$ cat config.mk
export PLATFORM = sky130hd
export DESIGN_NAME = free_list
export DESIGN_NICKNAME = d
export VERILOG_FILES = /design/src/rtl/free_list.sv
export SDC_FILE = /design/constraint.sdc
export NUM_CORES = 1
export LEC_CHECK = 0
export CAP_MARGIN = 25
export CORE_MARGIN = 1.5
export CORE_UTILIZATION = 60
export DETAILED_ROUTE_END_ITERATION = 6
export PLACE_DENSITY = 0.78
export SLEW_MARGIN = 15
export SYNTH_ARGS = -nofsm -noshare
export SYNTH_HDL_FRONTEND = slang
export SYNTH_SLANG_ARGS = --single-unit
$ cat constraint.sdc
create_clock -name clock -period 22.5 [get_ports clock]
set_input_delay 6.75 -clock clock [delete_from_list [all_inputs] [get_ports clock]]
set_output_delay 6.75 -clock clock [all_outputs]
set_load 0.01 [all_outputs]
$ cat src/rtl/free_list.sv
// Physical-register free list: in-order tag allocation for dispatch, stale-tag
// return at retirement, and single-cycle rollback of speculative allocations on squash.
module free_list #(
  parameter int N_WAY = 2,
  parameter int N_PR  = 64,
  parameter int N_AR  = 32,
  parameter int N_FL  = N_PR - N_AR,
  parameter int TB    = $clog2(N_PR)
) (
  input  logic                    clock,
  input  logic                    reset,
  input  logic [N_WAY-1:0]        alloc_req,
  output logic [N_WAY-1:0]        alloc_gnt,
  output logic [N_WAY*TB-1:0]     alloc_tag,
  input  logic [N_WAY-1:0]        free_valid,
  input  logic [N_WAY*TB-1:0]     free_tag,
  input  logic [$clog2(N_WAY):0]  retire_cnt,
  input  logic                    squash,
  output logic [$clog2(N_FL):0]   num_free,
  output logic [$clog2(N_WAY):0]  avail,
  output logic                    overflow_err
);

  localparam int PW = $clog2(N_FL) + 1;
  localparam int IW = PW - 1;
  localparam int CW = $clog2(N_WAY) + 1;
  localparam logic [PW-1:0] FL_P  = PW'(N_FL);
  localparam logic [PW-1:0] WAY_P = PW'(N_WAY);

  logic [TB-1:0] mem_q [N_FL];
  logic [PW-1:0] head_q, head_d;
  logic [PW-1:0] arch_head_q, arch_head_d;
  logic [PW-1:0] tail_q, tail_d;
  logic          err_q, err_d;

  logic [PW-1:0] alloc_cnt, rd_ptr;
  logic          blocked;
  logic [PW-1:0] free_cnt, wr_ptr;
  logic [N_WAY-1:0] free_we;
  logic [IW-1:0] free_idx [N_WAY];
  logic [PW-1:0] spec_cnt, retire_ext, occ_d;
  logic          arch_err, free_err;

  // Pointers carry a wrap MSB, so plain modular subtraction gives occupancy.
  assign num_free     = tail_q - head_q;
  assign avail        = (num_free < WAY_P) ? num_free[CW-1:0] : CW'(N_WAY);
  assign overflow_err = err_q;

  // In-order grant: once a requesting slot misses, every younger slot misses too.
  always_comb begin
    alloc_gnt = '0;
    alloc_tag = '0;
    alloc_cnt = '0;
    rd_ptr    = '0;
    blocked   = 1'b0;
    for (int i = 0; i < N_WAY; i++) begin
      rd_ptr = head_q + alloc_cnt;
      alloc_tag[i*TB +: TB] = mem_q[rd_ptr[IW-1:0]];
      if (alloc_req[i]) begin
        if (!blocked && !squash && (alloc_cnt < num_free)) begin
          alloc_gnt[i] = 1'b1;
          alloc_cnt    = alloc_cnt + PW'(1);
        end else begin
          blocked = 1'b1;
        end
      end
    end
  end

  // Tag 0 is the hard-wired zero register and is never returned to the pool.
  always_comb begin
    free_cnt = '0;
    wr_ptr   = '0;
    free_we  = '0;
    for (int i = 0; i < N_WAY; i++) begin
      wr_ptr      = tail_q + free_cnt;
      free_idx[i] = wr_ptr[IW-1:0];
      free_we[i]  = free_valid[i] && (free_tag[i*TB +: TB] != '0);
      if (free_we[i]) begin
        free_cnt = free_cnt + PW'(1);
      end
    end
  end

  // Squash rewinds the speculative head onto the freshly committed head.
  always_comb begin
    spec_cnt    = head_q - arch_head_q;
    retire_ext  = PW'(retire_cnt);
    arch_err    = retire_ext > spec_cnt;
    arch_head_d = arch_err ? arch_head_q : arch_head_q + retire_ext;
    head_d      = squash ? arch_head_d : head_q + alloc_cnt;
    occ_d       = tail_q + free_cnt - head_d;
    free_err    = occ_d > FL_P;
    tail_d      = free_err ? tail_q : tail_q + free_cnt;
    err_d       = err_q | arch_err | free_err;
  end

  always_ff @(posedge clock) begin
    if (reset) begin
      head_q      <= '0;
      arch_head_q <= '0;
      tail_q      <= FL_P;
      err_q       <= 1'b0;
      for (int i = 0; i < N_FL; i++) begin
        mem_q[i] <= TB'(N_AR + i);
      end
    end else begin
      head_q      <= head_d;
      arch_head_q <= arch_head_d;
      tail_q      <= tail_d;
      err_q       <= err_d;
      for (int i = 0; i < N_WAY; i++) begin
        if (free_we[i] && !free_err) begin
          mem_q[free_idx[i]] <= free_tag[i*TB +: TB];
        end
      end
    end
  end

endmodule

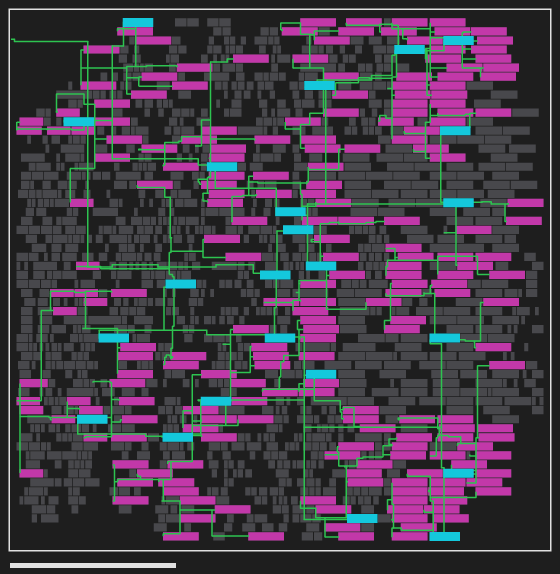
*Clock distribution*
Bar = 50 microns.
- green: clock wires (length 2750 microns)
- cyan: clock-net drivers (count 23)
- magenta: flip-flops (count 211)
- flops lie: spread over the die

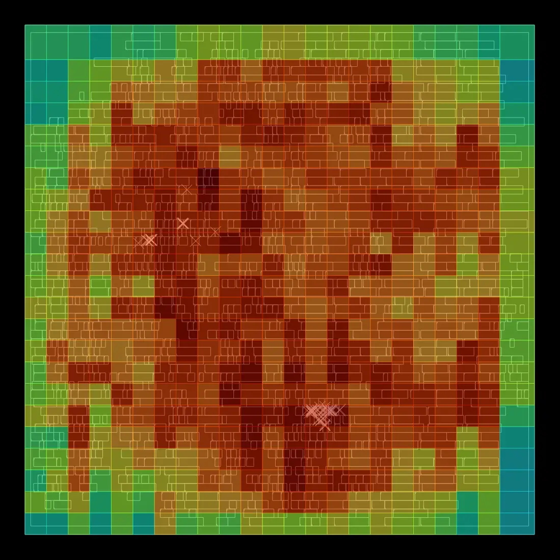
*Track usage over the die*
gr busiest metal: met2
grt met1 use: 57.5%
Finished Core Util: 67.1%
DR WL/cell: 35.2 microns

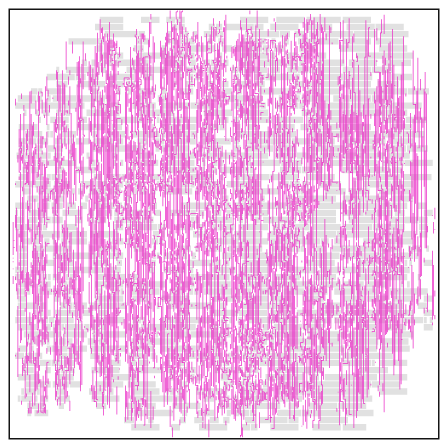
*The metal 2 layer*
- wire length on this layer: 24.3 mm
- share of all routed wire: 41%
- main direction: vertical
- nets with wire on the layer: 1219
- longest straight run: 65.3 microns

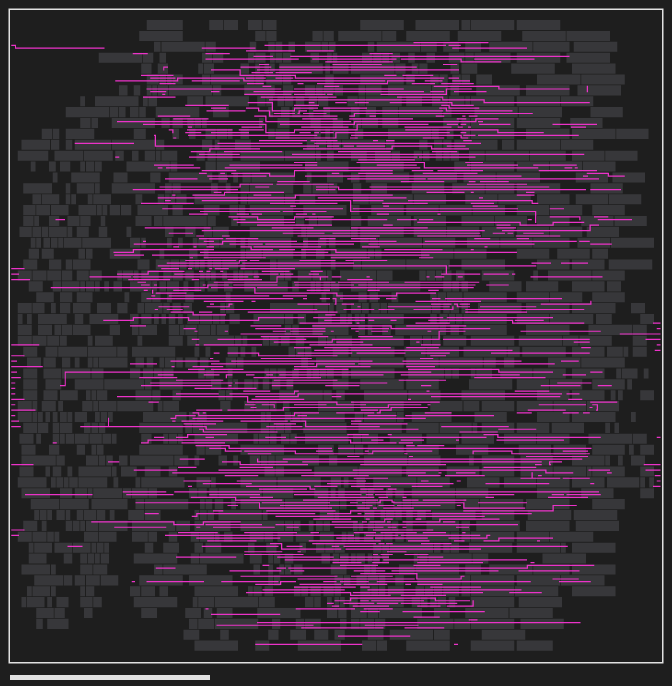
*Signal wires on met3*
Bar = 50 microns.
- wire length on this layer: 10900 microns
- nets with wire on the layer: 385
- main direction: horizontal
- share of all routed wire: 18%
- longest straight run: 106 microns

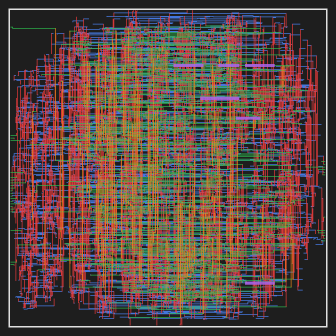
*Wiring by layer*
- red: M2 (wire length 24.3 mm)
- orange: M4 (wire length 4220 microns)
- blue: M1 (wire length 19500 microns)
- purple: M5 (wire length 80.0 microns)
- green: M3 (wire length 10900 microns)

cells by family after synthesis:
kind of cell | Yosys count
AND-OR/OR-AND | 192
XOR/XNOR | 25
adder cells (fa/ha/maj) | 35
buffers and inverters | 164
flip-flops | 211
multiplexers | 216
AND/OR/NAND/NOR | 507
sequential cells by signal, summed over array words and instances (netlist names):
| signal | flops |
|---|---|
| tail_q | 6 |
| arch_head_q | 6 |
| overflow_err | 1 |
| mem_q | 192 |
| head_q | 6 |
power breakdown:
group	total (mW)	switching [mW]	internal (mW)
registers	0.486	0.0332	0.453
logic	0.872	0.567	0.305
clock network	0.402	0.169	0.234
per-stage QoR:
step | hold slack [ps] | cells
after floorplan | 515 | 1350
after global placement | 502 | 1630
after detailed placement | 543 | 1633
after CTS | 556 | 1674
after global routing | 585 | 1677
final | 548 | 1679
path summary, 6_finish.rpt:
kind | start | end | slack (ps)
setup / recovery | squash | alloc_tag[8] | 5010
hold / removal | overflow_err | overflow_err | 550
setup reg to reg | head_q[1] | mem_q[14][1] | 12950
hold reg to reg | overflow_err | overflow_err | 550
Yosys cell counts (all sizes together) (33+ instances only):
| cell type | count | area, sq um |
|---|---|---|
| nor3 | 84 | 437 |
| mux2 | 89 | 1000 |
| nor4 | 46 | 384 |
| inv | 33 | 124 |
| nand4 | 62 | 388 |
| mux4 | 120 | 2700 |
| edfxtp | 192 | 5770 |
| o31ai | 40 | 305 |
| nor2 | 78 | 293 |
| buf | 50 | 241 |
| nand3 | 72 | 360 |
| clkbuf | 79 | 297 |
| nand2 | 97 | 364 |
| a31oi | 68 | 425 |
cell type report:
type	instances	share of cell area (%)
Tap cell	330	2.45
Clock buffer	24	3.44
Multi-Input combinational cell	975	50.9
Timing Repair Buffer	85	4.71
Sequential cell	211	36.5
Antenna cell	2	0.0297
Inverter	35	0.780
Clock inverter	17	1.17
==> results_slide.txt <==
Flow Results at a Glance

Placement
  • Final HPWL DP: 42100 microns
  • Post-DP Area: 16000 sq um

Global routing
  • Met3 Resource Use GR: 20.2%
  • Global-route usage over all layers: 44.8%
  • Vias in the first global route: 12500

Logic synthesis
  • AO/OA Area Share: 8.79%
  • Yosys stat cell total: 1350
  • Main logic family: multiplexers
  • Post-synth EDFFs: 192
  • Synth cell types: 68
  • Chip Area, Yosys: 15300 sq um
  • Synth async-reset ratio: 0%
  • YS warnings: 0

Detailed routing
  • Number of detailed-route iterations in the first pass: 7
  • M1 WL: 19500 microns
  • Highest metal used: met5
  • ANT nets after route: 0
  • Residual DRC: 91
  • Vias: 13600

Final timing
  • Period minus WS final: 17490 ps
  • Final worst slack: 5010 ps
  • RSZ-0062 raised after global routing: false
  • Final tally of setup violations: 0
  • Setup TNS: 0 ps
  • Post-layout period usage: 77.7%
  • Worst-Margin Slew: 1190 ps

Setup path
  • CP cell instances: clkdlybuf4s50_1, inv_1, o211a_1, ha_4, mux4_2, mux4_2, mux2_2, clkdlybuf4s50_1
  • CP Capture Type: primary output
  • Setup CP Type: in -> out
  • Slowest-stage cell, CP: ha_4
  • CP Launch Type: input port

Power and ir drop
  • P per Cell Area: 104 nW/um^2

Finish
  • Design Area, Final: 16900 sq um
  • Most frequent logic cell in the layout: edfxtp_1
  • Synth-to-Final Area Change: 9.88%
  • Layout Nets: 1387
  • Multi-input logic area: 8580 sq um
  • Top cells excl fill/tap: edfxtp_1, mux4_2, nand2_1

Clock network
  • Clock buffer depth: 3
  • CTS tree: yes
  • CTS Hold Bufs: 0
  • Skew-Pair Late Insertion Delay: 530 ps

Status
  • Status: complete, but fails checks
  • Violated checks: design-rule violations

Floorplanning
  • Fp util: 61.1%
  • Core area: 25100 sq um

Worst hold path
  • Hold path depth: 2

Flow run
  • Max Cap Viol: 0
No activity file was given, so power comes from the tool's default toggle rates.
